[src/rtl/bist_engine.sv]
// Loadable-vector BIST engine driving an FSM under test, with error capture.
// Optional response MISR enabled by defining BIST_SIGNATURE_EN.
module bist_engine #(
  parameter int IN_W    = 4,
  parameter int OUT_W   = 4,
  parameter int STATE_W = 4,
  parameter int ADDR_W  = 6
) (
  input  logic               CLK,
  input  logic               RST,
  input  logic               START,
  input  logic               ABORT,
  input  logic               STOP_ON_ERR,
  input  logic [ADDR_W:0]    TEST_LEN,
  input  logic [STATE_W-1:0] INIT_STATE,
  input  logic               VEC_WE,
  input  logic [ADDR_W-1:0]  VEC_ADDR,
  input  logic [IN_W+OUT_W-1:0] VEC_WDATA,
  input  logic [OUT_W-1:0]   FSM_IN,
  output logic [IN_W-1:0]    FSM_OUT,
  output logic [STATE_W-1:0] FSM_PRESET,
  output logic               FSM_LOAD,
  output logic               FSM_ENABLE,
  output logic               BUSY,
  output logic               DONE,
  output logic [3:0]         STATUS_CODE,
  output logic [ADDR_W:0]    ERR_COUNT,
  output logic [ADDR_W-1:0]  FIRST_ERR_IDX,
  output logic [IN_W-1:0]    FIRST_ERR_IN,
  output logic [OUT_W-1:0]   FIRST_ERR_EXP,
  output logic [OUT_W-1:0]   FIRST_ERR_GOT,
  output logic [15:0]        SIGNATURE
);

  localparam int VW    = IN_W + OUT_W;
  localparam int DEPTH = 1 << ADDR_W;

  localparam logic [3:0] ST_NONE = 4'h0;
  localparam logic [3:0] ST_PASS = 4'hF;
  localparam logic [3:0] ST_FAIL = 4'h5;
  localparam logic [3:0] ST_ABRT = 4'hA;

  localparam logic [ADDR_W:0] LEN_MAX = {1'b1, {ADDR_W{1'b0}}};
  localparam logic [ADDR_W:0] LEN_ONE = {{ADDR_W{1'b0}}, 1'b1};

  typedef enum logic [1:0] {IDLE, PRESET, RUN, DRAIN} state_t;

  logic [VW-1:0] mem [DEPTH];

  state_t state_q, state_d;
  logic [ADDR_W:0]    idx_q, idx_d, n_q, n_d, err_q, err_d;
  logic [ADDR_W:0]    n_in, idx_nx, idx_pv;
  logic [IN_W-1:0]    out_q, out_d;
  logic [OUT_W-1:0]   exp_q, exp_d;
  logic [STATE_W-1:0] pre_q, pre_d;
  logic               load_q, load_d;
  logic               en_q, en_d;
  logic               done_q, done_d;
  logic [3:0]         st_q, st_d;
  logic [ADDR_W-1:0]  fidx_q, fidx_d;
  logic [IN_W-1:0]    fin_q, fin_d;
  logic [OUT_W-1:0]   fexp_q, fexp_d;
  logic [OUT_W-1:0]   fgot_q, fgot_d;

  logic [VW-1:0]    rd;
  logic [IN_W-1:0]  rd_stim;
  logic [OUT_W-1:0] rd_exp;
  logic             cmp, miss;

  assign n_in    = (TEST_LEN > LEN_MAX) ? LEN_MAX : TEST_LEN;
  assign idx_nx  = idx_q + 1'b1;
  assign idx_pv  = idx_q - 1'b1;
  assign rd      = mem[idx_q[ADDR_W-1:0]];
  assign rd_stim = rd[IN_W-1:0];
  assign rd_exp  = rd[VW-1:IN_W];

  // exp_q always holds the expectation for the vector the DUT is answering
  assign cmp  = (state_q == RUN) || (state_q == DRAIN);
  assign miss = cmp && (FSM_IN != exp_q);

  always_ff @(negedge CLK) begin
    if (VEC_WE && (state_q == IDLE)) begin
      mem[VEC_ADDR] <= VEC_WDATA;
    end
  end

  always_comb begin
    state_d = state_q;
    idx_d   = idx_q;
    n_d     = n_q;
    err_d   = err_q;
    out_d   = out_q;
    exp_d   = exp_q;
    pre_d   = pre_q;
    load_d  = load_q;
    en_d    = en_q;
    done_d  = done_q;
    st_d    = st_q;
    fidx_d  = fidx_q;
    fin_d   = fin_q;
    fexp_d  = fexp_q;
    fgot_d  = fgot_q;

    if (miss) begin
      err_d = err_q + 1'b1;
      if (err_q == '0) begin
        fidx_d = idx_pv[ADDR_W-1:0];
        fin_d  = out_q;
        fexp_d = exp_q;
        fgot_d = FSM_IN;
      end
    end

    unique case (state_q)
      IDLE: begin
        if (START) begin
          err_d  = '0;
          fidx_d = '0;
          fin_d  = '0;
          fexp_d = '0;
          fgot_d = '0;
          if (n_in == '0) begin
            done_d = 1'b1;
            st_d   = ST_PASS;
          end else begin
            state_d = PRESET;
            load_d  = 1'b1;
            pre_d   = INIT_STATE;
            done_d  = 1'b0;
            st_d    = ST_NONE;
            idx_d   = '0;
            n_d     = n_in;
          end
        end
      end
      PRESET: begin
        load_d  = 1'b0;
        en_d    = 1'b1;
        out_d   = rd_stim;
        exp_d   = rd_exp;
        idx_d   = idx_nx;
        state_d = (n_q == LEN_ONE) ? DRAIN : RUN;
      end
      RUN: begin
        if (miss && STOP_ON_ERR) begin
          state_d = IDLE;
          en_d    = 1'b0;
          done_d  = 1'b1;
          st_d    = ST_FAIL;
        end else begin
          out_d = rd_stim;
          exp_d = rd_exp;
          idx_d = idx_nx;
          if (idx_nx == n_q) state_d = DRAIN;
        end
      end
      DRAIN: begin
        state_d = IDLE;
        en_d    = 1'b0;
        done_d  = 1'b1;
        st_d    = (err_d == '0) ? ST_PASS : ST_FAIL;
      end
      default: state_d = IDLE;
    endcase

    // abort wins over everything except the error capture above
    if (ABORT && (state_q != IDLE)) begin
      state_d = IDLE;
      idx_d   = idx_q;
      out_d   = out_q;
      exp_d   = exp_q;
      en_d    = 1'b0;
      load_d  = 1'b0;
      done_d  = 1'b1;
      st_d    = ST_ABRT;
    end
  end

  always_ff @(negedge CLK) begin
    if (RST) begin
      state_q <= IDLE;
      idx_q   <= '0;
      n_q     <= '0;
      err_q   <= '0;
      out_q   <= '0;
      exp_q   <= '0;
      pre_q   <= '0;
      load_q  <= 1'b0;
      en_q    <= 1'b0;
      done_q  <= 1'b0;
      st_q    <= ST_NONE;
      fidx_q  <= '0;
      fin_q   <= '0;
      fexp_q  <= '0;
      fgot_q  <= '0;
    end else begin
      state_q <= state_d;
      idx_q   <= idx_d;
      n_q     <= n_d;
      err_q   <= err_d;
      out_q   <= out_d;
      exp_q   <= exp_d;
      pre_q   <= pre_d;
      load_q  <= load_d;
      en_q    <= en_d;
      done_q  <= done_d;
      st_q    <= st_d;
      fidx_q  <= fidx_d;
      fin_q   <= fin_d;
      fexp_q  <= fexp_d;
      fgot_q  <= fgot_d;
    end
  end

`ifdef BIST_SIGNATURE_EN
  logic [15:0] sig_q, sig_d;
  logic        go;

  assign go = (state_q == IDLE) && START && (n_in != '0);

  always_comb begin
    sig_d = sig_q;
    if (go) begin
      sig_d = 16'hFFFF;
    end else if (cmp) begin
      sig_d = {sig_q[14:0], 1'b0}
            ^ (sig_q[15] ? 16'h1021 : 16'h0000)
            ^ 16'(FSM_IN);
    end
  end

  always_ff @(negedge CLK) begin
    if (RST) sig_q <= 16'hFFFF;
    else     sig_q <= sig_d;
  end

  assign SIGNATURE = sig_q;
`else
  assign SIGNATURE = 16'h0000;
`endif

  assign FSM_OUT       = out_q;
  assign FSM_PRESET    = pre_q;
  assign FSM_LOAD      = load_q;
  assign FSM_ENABLE    = en_q;
  assign BUSY          = (state_q != IDLE);
  assign DONE          = done_q;
  assign STATUS_CODE   = st_q;
  assign ERR_COUNT     = err_q;
  assign FIRST_ERR_IDX = fidx_q;
  assign FIRST_ERR_IN  = fin_q;
  assign FIRST_ERR_EXP = fexp_q;
  assign FIRST_ERR_GOT = fgot_q;

endmodule

[config.mk]
export PLATFORM = sky130hd
export DESIGN_NAME = bist_engine
export DESIGN_NICKNAME = d
export VERILOG_FILES = /design/src/rtl/bist_engine.sv
export SDC_FILE = /design/constraint.sdc
export NUM_CORES = 1
export LEC_CHECK = 0
export CAP_MARGIN = 20
export CORE_ASPECT_RATIO = 2
export CORE_MARGIN = 8
export CORE_UTILIZATION = 40
export DETAILED_ROUTE_END_ITERATION = 10
export PLACE_DENSITY = 0.63
export SETUP_SLACK_MARGIN = 0.05
export SYNTH_ARGS = -nofsm -noshare
export SYNTH_HDL_FRONTEND = slang
export SYNTH_SLANG_ARGS = --single-unit
[constraint.sdc]
create_clock -name CLK -period 6.1 [get_ports CLK]
set_input_delay 0.61 -clock CLK [delete_from_list [all_inputs] [get_ports CLK]]
set_output_delay 0.61 -clock CLK [all_outputs]
set_load 0.005 [all_outputs]
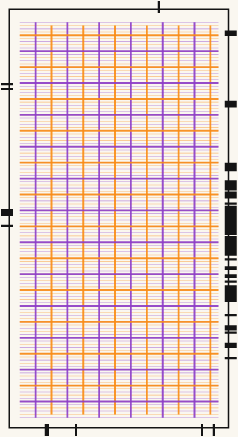
(run_1/pdn.png)
Pins as bars on the die edge.
VSS -> purple
VDD -> orange
met4 straps = 12
met1 rails = 125
Die Width: 186 microns
die height: 356 microns

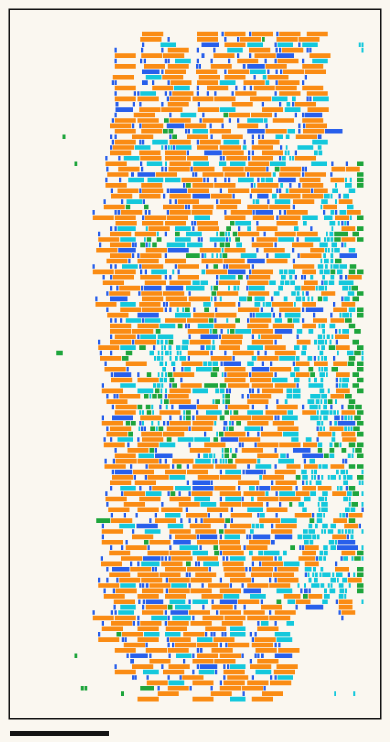
(run_1/cell_classes.png)
The bar under the picture is 50 microns long.
flops -> orange  # cells 576, share of their area 59%
all other logic -> cyan  # cells 614, share of their area 21%
other buffers and delay cells -> green  # cells 177, share of their area 5.5%
clock drivers and dummy loads -> blue  # cells 668, share of their area 14%
post-route cell area: 29,000 sq um
Rows: 124

==> metrics.cfg, run 1 <==
[setup_path]
rr_worst_depth = 6
crit_buf_inv = 3
crit_arrival_ns = 5.20
crit_path_max_fanout = 13
r2r_slack_ns = 2.85
crit_path_end = BUSY
slowest_delay_ns = 0.47
critical-path-slowest-cell = clkdlybuf4s50_1
critPathTopFamily = buffers and inverters
cp_cell_sequence = inv_1 > ha_2 > clkinv_1 > clkdlybuf4s50_1
critical_path_class = reg2out
cp.required_ns = 5.49
end_kind = output port
crit_start = state_q[0]
cp.depth = 4
crit_path_start_kind = flip-flop
worstReg2RegEnd = FSM_OUT[1]

[sta]
rsz0062_at_grt = no
whs_ns = 0.455
setup_tns_ns = 0
slew-limit-headroom = 0.310
hold_viol_final = 0
finalMaxSlewViolations = 0
layout_setup_ws_ns = 0.288
setup_violations = 0

[die]
dieArea_sq_um = 66300
tap_cells = 756
io_pins = 92
core_area_sq_um = 57200

[run]
warnings = 607
drv_cap = 0

[logic_synthesis]
synthArstFlopShare = 0
yosys_area_sq_um = 23100
synthCells = 1261
area_leaders = edfxtp_1 (66%), mux4_2 (13%), dfxtp_1 (5.5%)
synthAdderAreaFrac = 0.00433
topCombFamilyByArea = multiplexers
yosys_cells = 1261
ys_seq_elements = 576
syn-cell-area_sq_um = 23100
ys_sh_xor = 0.00871
top_cell_area_share = 0.665
yosys_most_used_dff = edfxtp_1
ys_sh_mux = 0.155
edf_count = 512
ys_sh_simple = 0.0573
yosysWarningCount = 0
top_cells_by_count = edfxtp_1 (512), mux4_2 (133), nor2_1 (129), dfxtp_1 (64), nand2_1 (42)
ys_seq_frac = 0.720
avgSynthCellArea_sq_um = 18.3
yosysMostFrequentCell = edfxtp_1
synth.lib_cells_used.distinct = 64

[global_route]
grt_remaining_overflow = 0
grt_antenna_before_repair = 3
grt_pass1_wl_microns = 88500
busiest_layer = met2
met1_usage = 0.155
grt_usage = 0.180
grt_pass1_vias = 16300
grt_use_met2 = 0.341
grt_start_max_net_pins = 50

[route]
drt_first_pass_iters = 5
dr.max_layer_used = met4
drtIter0Drc = 821
post-route-drc-count = 0
via_per_inst = 5.07
m1WireLength_microns = 19000
wirelength_microns = 59100
wl_met2_microns = 34500
wl_per_cell_microns = 21.1
wl_met3_microns = 2980

[finish]
largest_register = mem
final_nets = 2039
logic_gates = 603
logic_area_sq_um = 5990
inverters = 11
sh_seq_area = 0.574
buffer_area_frac = 0.0530
area_growth_pct = 25.5
layout_top_cell = inv_1
antenna_cells = 3
n_all_buffers = 177
drive_gt1_frac = 0.174
clock_buffers = 51
fillCellCount = 4772
regArea_sq_um = 16700
dominant_cells = flip-flops and latches
final_cells = 2794
largest_register_ffs = 512
ff_count = 576

[clocking]
ctsResizeCount = 0
cts_made_buffers = 51
root_buffer = clkbuf_16
cts_tree = built
cts_buffer_depth = 3
postCtsHoldBufs = 0
cts_sinks = 576
h-tree-depth = 2

[pwr]
p_comb_w = 0.00110
power-per-cell-area_nw_per_um2 = 357
vdd.ir_drop.worst_mv = 0.231
p_int_w = 0.00721
maxPowerGroup = the clock network
p_sw_w = 0.00315
powerSeq_w = 0.00450
p_comb_frac = 0.107
leakage_nw = 11.5
power.share.sequential = 0.435

[place]
portBuffers = 75
gp_congestion = 0.852
dp_hpwl_microns = 39400
placedCellCount = 2124
dp_worst_setup_slack_ns = 0.142

[status]
status = finished, final reports clean

[hold_path]
min_path_type = reg2reg
whs_endpoint = FSM_PRESET[3]
min_path_cells = 2

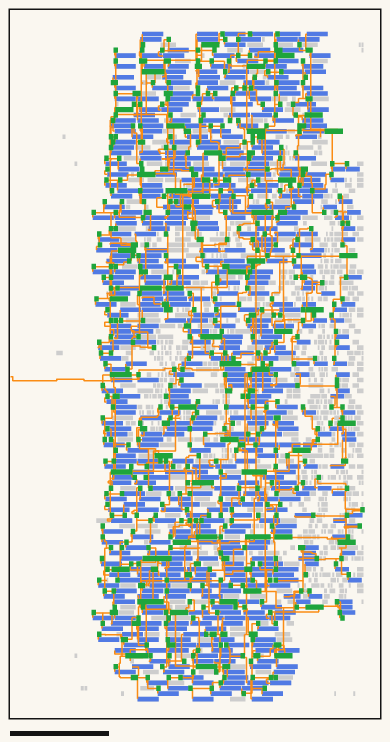
(run_1/clock_map.png)
The bar under the picture is 50 microns long.
flip-flops -> blue  # count 576
cells driving clock nets -> green  # count 627
clock wires -> orange  # length 9,170 microns
routed clock nets = 628
clock skew: 0.0271 ns
P_clk: 0.00475 W
worst skew pair latency: 0.65 ns
Clk pwr share: 0.459

==> run 1 -> run 2 <==
- GPL_TIMING_DRIVEN: not set -> 0
- clock period: 6.1 -> 5.7 ns (I/O delays scaled with it)
==> metrics.cfg, run 2 <==
[setup_path]
critical_path_class = reg2out
critPathTopFamily = buffers and inverters
cp.depth = 4
end_kind = output port
crit_path_max_fanout = 8
slowest_delay_ns = 0.52
crit_buf_inv = 3
crit_path_start_kind = flip-flop
rr_worst_depth = 8
crit_path_end = BUSY
worstReg2RegEnd = FSM_OUT[0]
critical-path-slowest-cell = clkdlybuf4s50_1
crit_arrival_ns = 4.98
cp_cell_sequence = inv_1 > ha_2 > clkinvlp_4 > clkdlybuf4s50_1
r2r_slack_ns = 2.19
crit_start = state_q[0]
cp.required_ns = 5.13

[finish]
n_all_buffers = 164
antenna_cells = 2
regArea_sq_um = 16700
dominant_cells = flip-flops and latches
logic_area_sq_um = 6010
fillCellCount = 4816
ff_count = 576
clockNetworkAreaShare = 0.135
final_util = 0.504
clock_buffers = 51
largest_register = mem
inverters = 11
logic_gates = 603
buffer_area_frac = 0.0461
most-common-layout-cells = inv_1 (592), edfxtp_1 (512), mux4_2 (133)
largest_register_ffs = 512
comb_area_frac = 0.208
area_growth_pct = 24.8
layout_top_cell = inv_1
drive_gt1_frac = 0.156
final_cells = 2778
final_nets = 2025

[global_route]
grt_start_max_net_pins = 65
met1_usage = 0.153
grtUsageMet3 = 0.0502
busiest_layer = met2
grt_pass1_wl_microns = 89800
grt_antenna_before_repair = 2
grt_usage = 0.186
grt_use_met2 = 0.355
grt_remaining_overflow = 0
grt_pass1_vias = 16000

[logic_synthesis]
synthCells = 1261
synth.largest_area_cell = edfxtp_1
yosysWarningCount = 0
yosysMostFrequentCell = edfxtp_1
ys_sh_mux = 0.155
ys_seq_frac = 0.720
synth.lib_cells_used.distinct = 64
yosys_cells = 1261
ys_sh_simple = 0.0573
yosys_most_used_dff = edfxtp_1
ys_sh_xor = 0.00871
top_cells_by_count = edfxtp_1 (512), mux4_2 (133), nor2_1 (129), dfxtp_1 (64), nand2_1 (42)
edf_count = 512
avgSynthCellArea_sq_um = 18.3
topCombFamilyByArea = multiplexers
syn-cell-area_sq_um = 23100
synthArstFlopShare = 0
top_cell_area_share = 0.665
ys_sh_aoi = 0.0311
synthAdderAreaFrac = 0.00433
ys_seq_elements = 576
area_leaders = edfxtp_1 (66%), mux4_2 (13%), dfxtp_1 (5.5%)
yosys_area_sq_um = 23100

[clocking]
cts_made_buffers = 50
ctsResizeCount = 0
cts_setup_buffers = 0
h-tree-depth = 2
cts_sinks = 576
postCtsHoldBufs = 0
cts_buffer_depth = 3
root_buffer = clkbuf_16
cts_tree = built
path_clk_slew_ns = 0.04

[sta]
slew-limit-headroom = 0.268
fin_skew_ns = 0.0211
setup_violations = 0
finalMaxSlewViolations = 0
hold_viol_final = 0
whs_ns = 0.453
worstMarginPinSlew_ns = 1.10
setup_tns_ns = 0
layout_setup_ws_ns = 0.153
rsz0062_at_grt = no

[pwr]
swShare = 0.303
powerSeq_w = 0.00481
p_comb_w = 0.00119
maxPowerGroup = the clock network
leakage_nw = 11.4
p_sw_w = 0.00339
pg_clk_w = 0.00518
power-per-cell-area_nw_per_um2 = 387
power.share.sequential = 0.430
p_comb_frac = 0.106
total_power_w = 0.0112
p_int_w = 0.00779

[die]
io_pins = 92
dieArea_sq_um = 66300
die_w_microns = 186
initCoreUtil = 0.404
die_y_microns = 356
rows = 124
tap_cells = 756

[place]
dp_hpwl_microns = 42600
portBuffers = 70
dp_worst_setup_slack_ns = -0.472
gp_congestion = 0.898
place_area_sq_um = 25000
placedCellCount = 2110

[route]
post-route-drc-count = 0
wl_met3_microns = 3370
via_per_inst = 5.12
drt_first_pass_iters = 5
drtIter0Drc = 955
dr.max_layer_used = met4
wirelength_microns = 61500
wl_per_cell_microns = 22.1
postRouteAntennaNets = 0
wl_met2_microns = 35600
m1WireLength_microns = 18800
vias = 14200

[status]
status = finished, final reports clean

[hold_path]
min_from = FSM_PRESET[0]
min_path_cells = 2
min_path_type = reg2reg
whs_endpoint = FSM_PRESET[0]

[run]
warnings = 607
drv_cap = 0

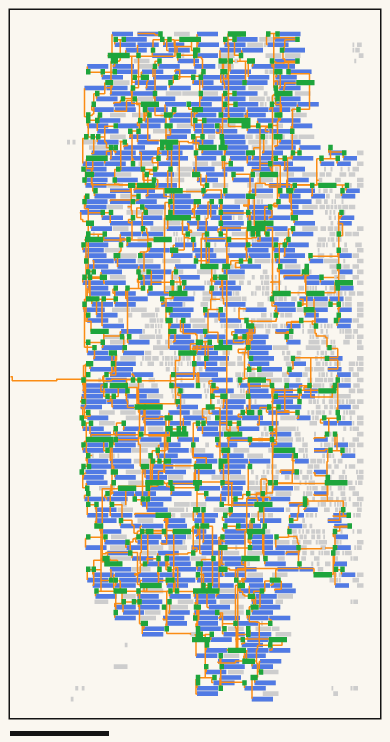
(run_2/clock_map.png)
The bar under the picture is 50 microns long.
flip-flops -> blue  # count 576
clock wires -> orange  # length 9,010 microns
cells driving clock nets -> green  # count 626
routed clock nets = 627
worst skew pair latency: 0.64 ns
Clk pwr share: 0.463

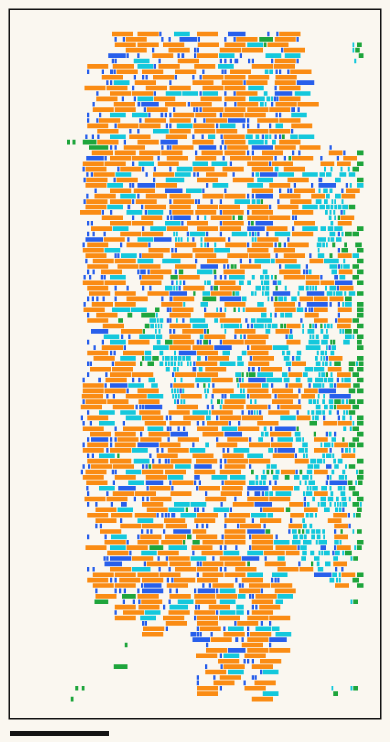
(run_2/cell_classes.png)
The bar under the picture is 50 microns long.
flops -> orange  # cells 576, share of their area 60%
clock drivers and dummy loads -> blue  # cells 666, share of their area 14%
other buffers and delay cells -> green  # cells 164, share of their area 4.8%
all other logic -> cyan  # cells 614, share of their area 22%
sequential share of cell area: 0.577
Core Footprint: 57,200 sq um
post-route cell area: 28,900 sq um

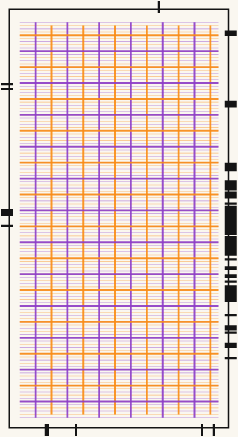
(run_2/pdn.png)
Pins as bars on the die edge.
VDD -> orange
VSS -> purple
met1 rails = 125
rows = 124
peak supply drop: 0.205 mV

==> run 2 -> run 3 <==
- GPL_TIMING_DRIVEN: 0 -> not set
==> metrics.cfg, run 3 <==
[logic_synthesis]
ys_sh_simple = 0.0573
edf_count = 512
yosys_cells = 1261
ys_seq_elements = 576
topCombFamilyByArea = multiplexers
yosys_most_used_dff = edfxtp_1
synthArstFlopShare = 0
ys_seq_frac = 0.720
synthAdderAreaFrac = 0.00433
top_cells_by_count = edfxtp_1 (512), mux4_2 (133), nor2_1 (129), dfxtp_1 (64), nand2_1 (42)
ys_sh_aoi = 0.0311
ys_sh_xor = 0.00871
yosys_area_sq_um = 23100
ys_sh_mux = 0.155
yosysMostFrequentCell = edfxtp_1
synth.lib_cells_used.distinct = 64
top_cell_area_share = 0.665
syn-cell-area_sq_um = 23100
synth.largest_area_cell = edfxtp_1
avgSynthCellArea_sq_um = 18.3

[route]
wl_per_cell_microns = 21.1
dr.max_layer_used = met4
m1WireLength_microns = 19200
wl_met3_microns = 2770
postRouteAntennaNets = 0
post-route-drc-count = 0
wirelength_microns = 59200
drt_first_pass_iters = 7

[sta]
hold_viol_final = 0
whs_ns = 0.452
slew-limit-headroom = 0.309
fin_skew_ns = 0.0281
setup_tns_ns = 0
setup_violations = 0
worstMarginPinSlew_ns = 1.01
rsz0062_at_grt = no

[setup_path]
rr_worst_depth = 6
cp.depth = 4
crit_path_max_fanout = 5
cp.required_ns = 5.13
crit_buf_inv = 3
crit_path_end = BUSY
cp_cell_sequence = inv_1 > ha_1 > clkinv_1 > clkdlybuf4s50_1
worstReg2RegEnd = exp_q[0]
critical-path-slowest-cell = clkdlybuf4s50_1
critical_path_class = reg2out
crit_start = state_q[0]
slowest_delay_ns = 0.50
critPathTopFamily = buffers and inverters
crit_path_start_kind = flip-flop
end_kind = output port
crit_arrival_ns = 4.77

[finish]
logic_gates = 603
drive_gt1_frac = 0.180
ff_count = 576
regArea_sq_um = 16700
clock_buffers = 51
n_all_buffers = 186
fillCellCount = 4691
clockNetworkAreaShare = 0.134
layout_top_cell = inv_1
largest_register = mem
logic_area_sq_um = 5990
final_cells = 2798
most-common-layout-cells = inv_1 (591), edfxtp_1 (512), mux4_2 (133)
largest_register_ffs = 512
final_nets = 2047
inverters = 11

[place]
dp_hpwl_microns = 38700
placedCellCount = 2133
dp_worst_setup_slack_ns = -0.0247
portBuffers = 75
gp_congestion = 0.836
place_area_sq_um = 25200

[pwr]
total_power_w = 0.0113
maxPowerGroup = the clock network
p_comb_w = 0.00119
leakage_nw = 11.6
power-per-cell-area_nw_per_um2 = 387
p_comb_frac = 0.105
pwr-share-clk = 0.468
swShare = 0.300
powerSeq_w = 0.00482
p_int_w = 0.00790
p_sw_w = 0.00339

[die]
core_area_sq_um = 57200
io_pins = 92
initCoreUtil = 0.404
rows = 124
die_y_microns = 356
dieArea_sq_um = 66300
tap_cells = 756
die_w_microns = 186

[global_route]
grt_antenna_before_repair = 1
grt_use_met2 = 0.337
grt_start_max_net_pins = 65
grt_usage = 0.177
busiest_layer = met2
grtUsageMet3 = 0.0473
met1_usage = 0.153

[run]
warnings = 607

[status]
status = finished, final reports clean

[hold_path]
min_from = FSM_PRESET[2]

[clocking]
cts_buffer_depth = 3
cts_sinks = 576
path_clk_slew_ns = 0.04
h-tree-depth = 2
cts_tree = built

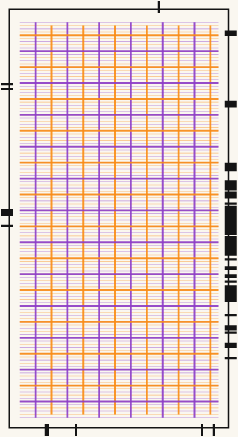
(run_3/pdn.png)
Pins as bars on the die edge.
VSS -> purple
VDD -> orange
signal pins = 92
met5 straps = 24
rows = 124
peak supply drop: 0.223 mV

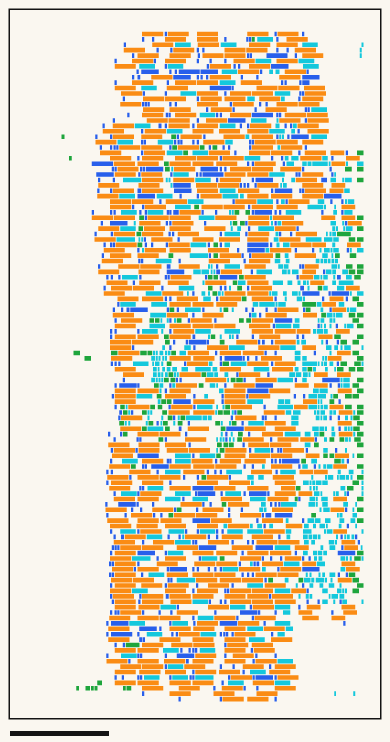
(run_3/cell_classes.png)
The bar under the picture is 50 microns long.
clock drivers and dummy loads -> blue  # cells 665, share of their area 14%
all other logic -> cyan  # cells 614, share of their area 21%
other buffers and delay cells -> green  # cells 186, share of their area 5.6%
flops -> orange  # cells 576, share of their area 59%
post-route cell area: 29,100 sq um
fin util: 0.509
sequential share of cell area: 0.572

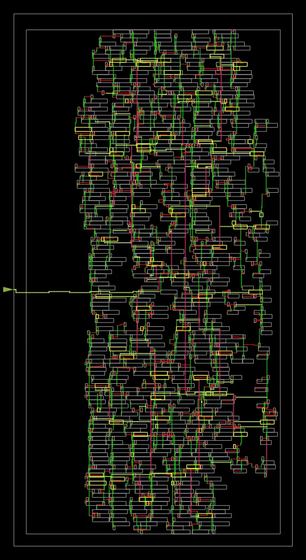
(run_3/final_clocks.png)
P_clk: 0.00528 W
CTS Buf Count: 50
worst skew pair latency: 0.65 ns

Power figures rest on the tool's default switching activity, not on a simulated workload.
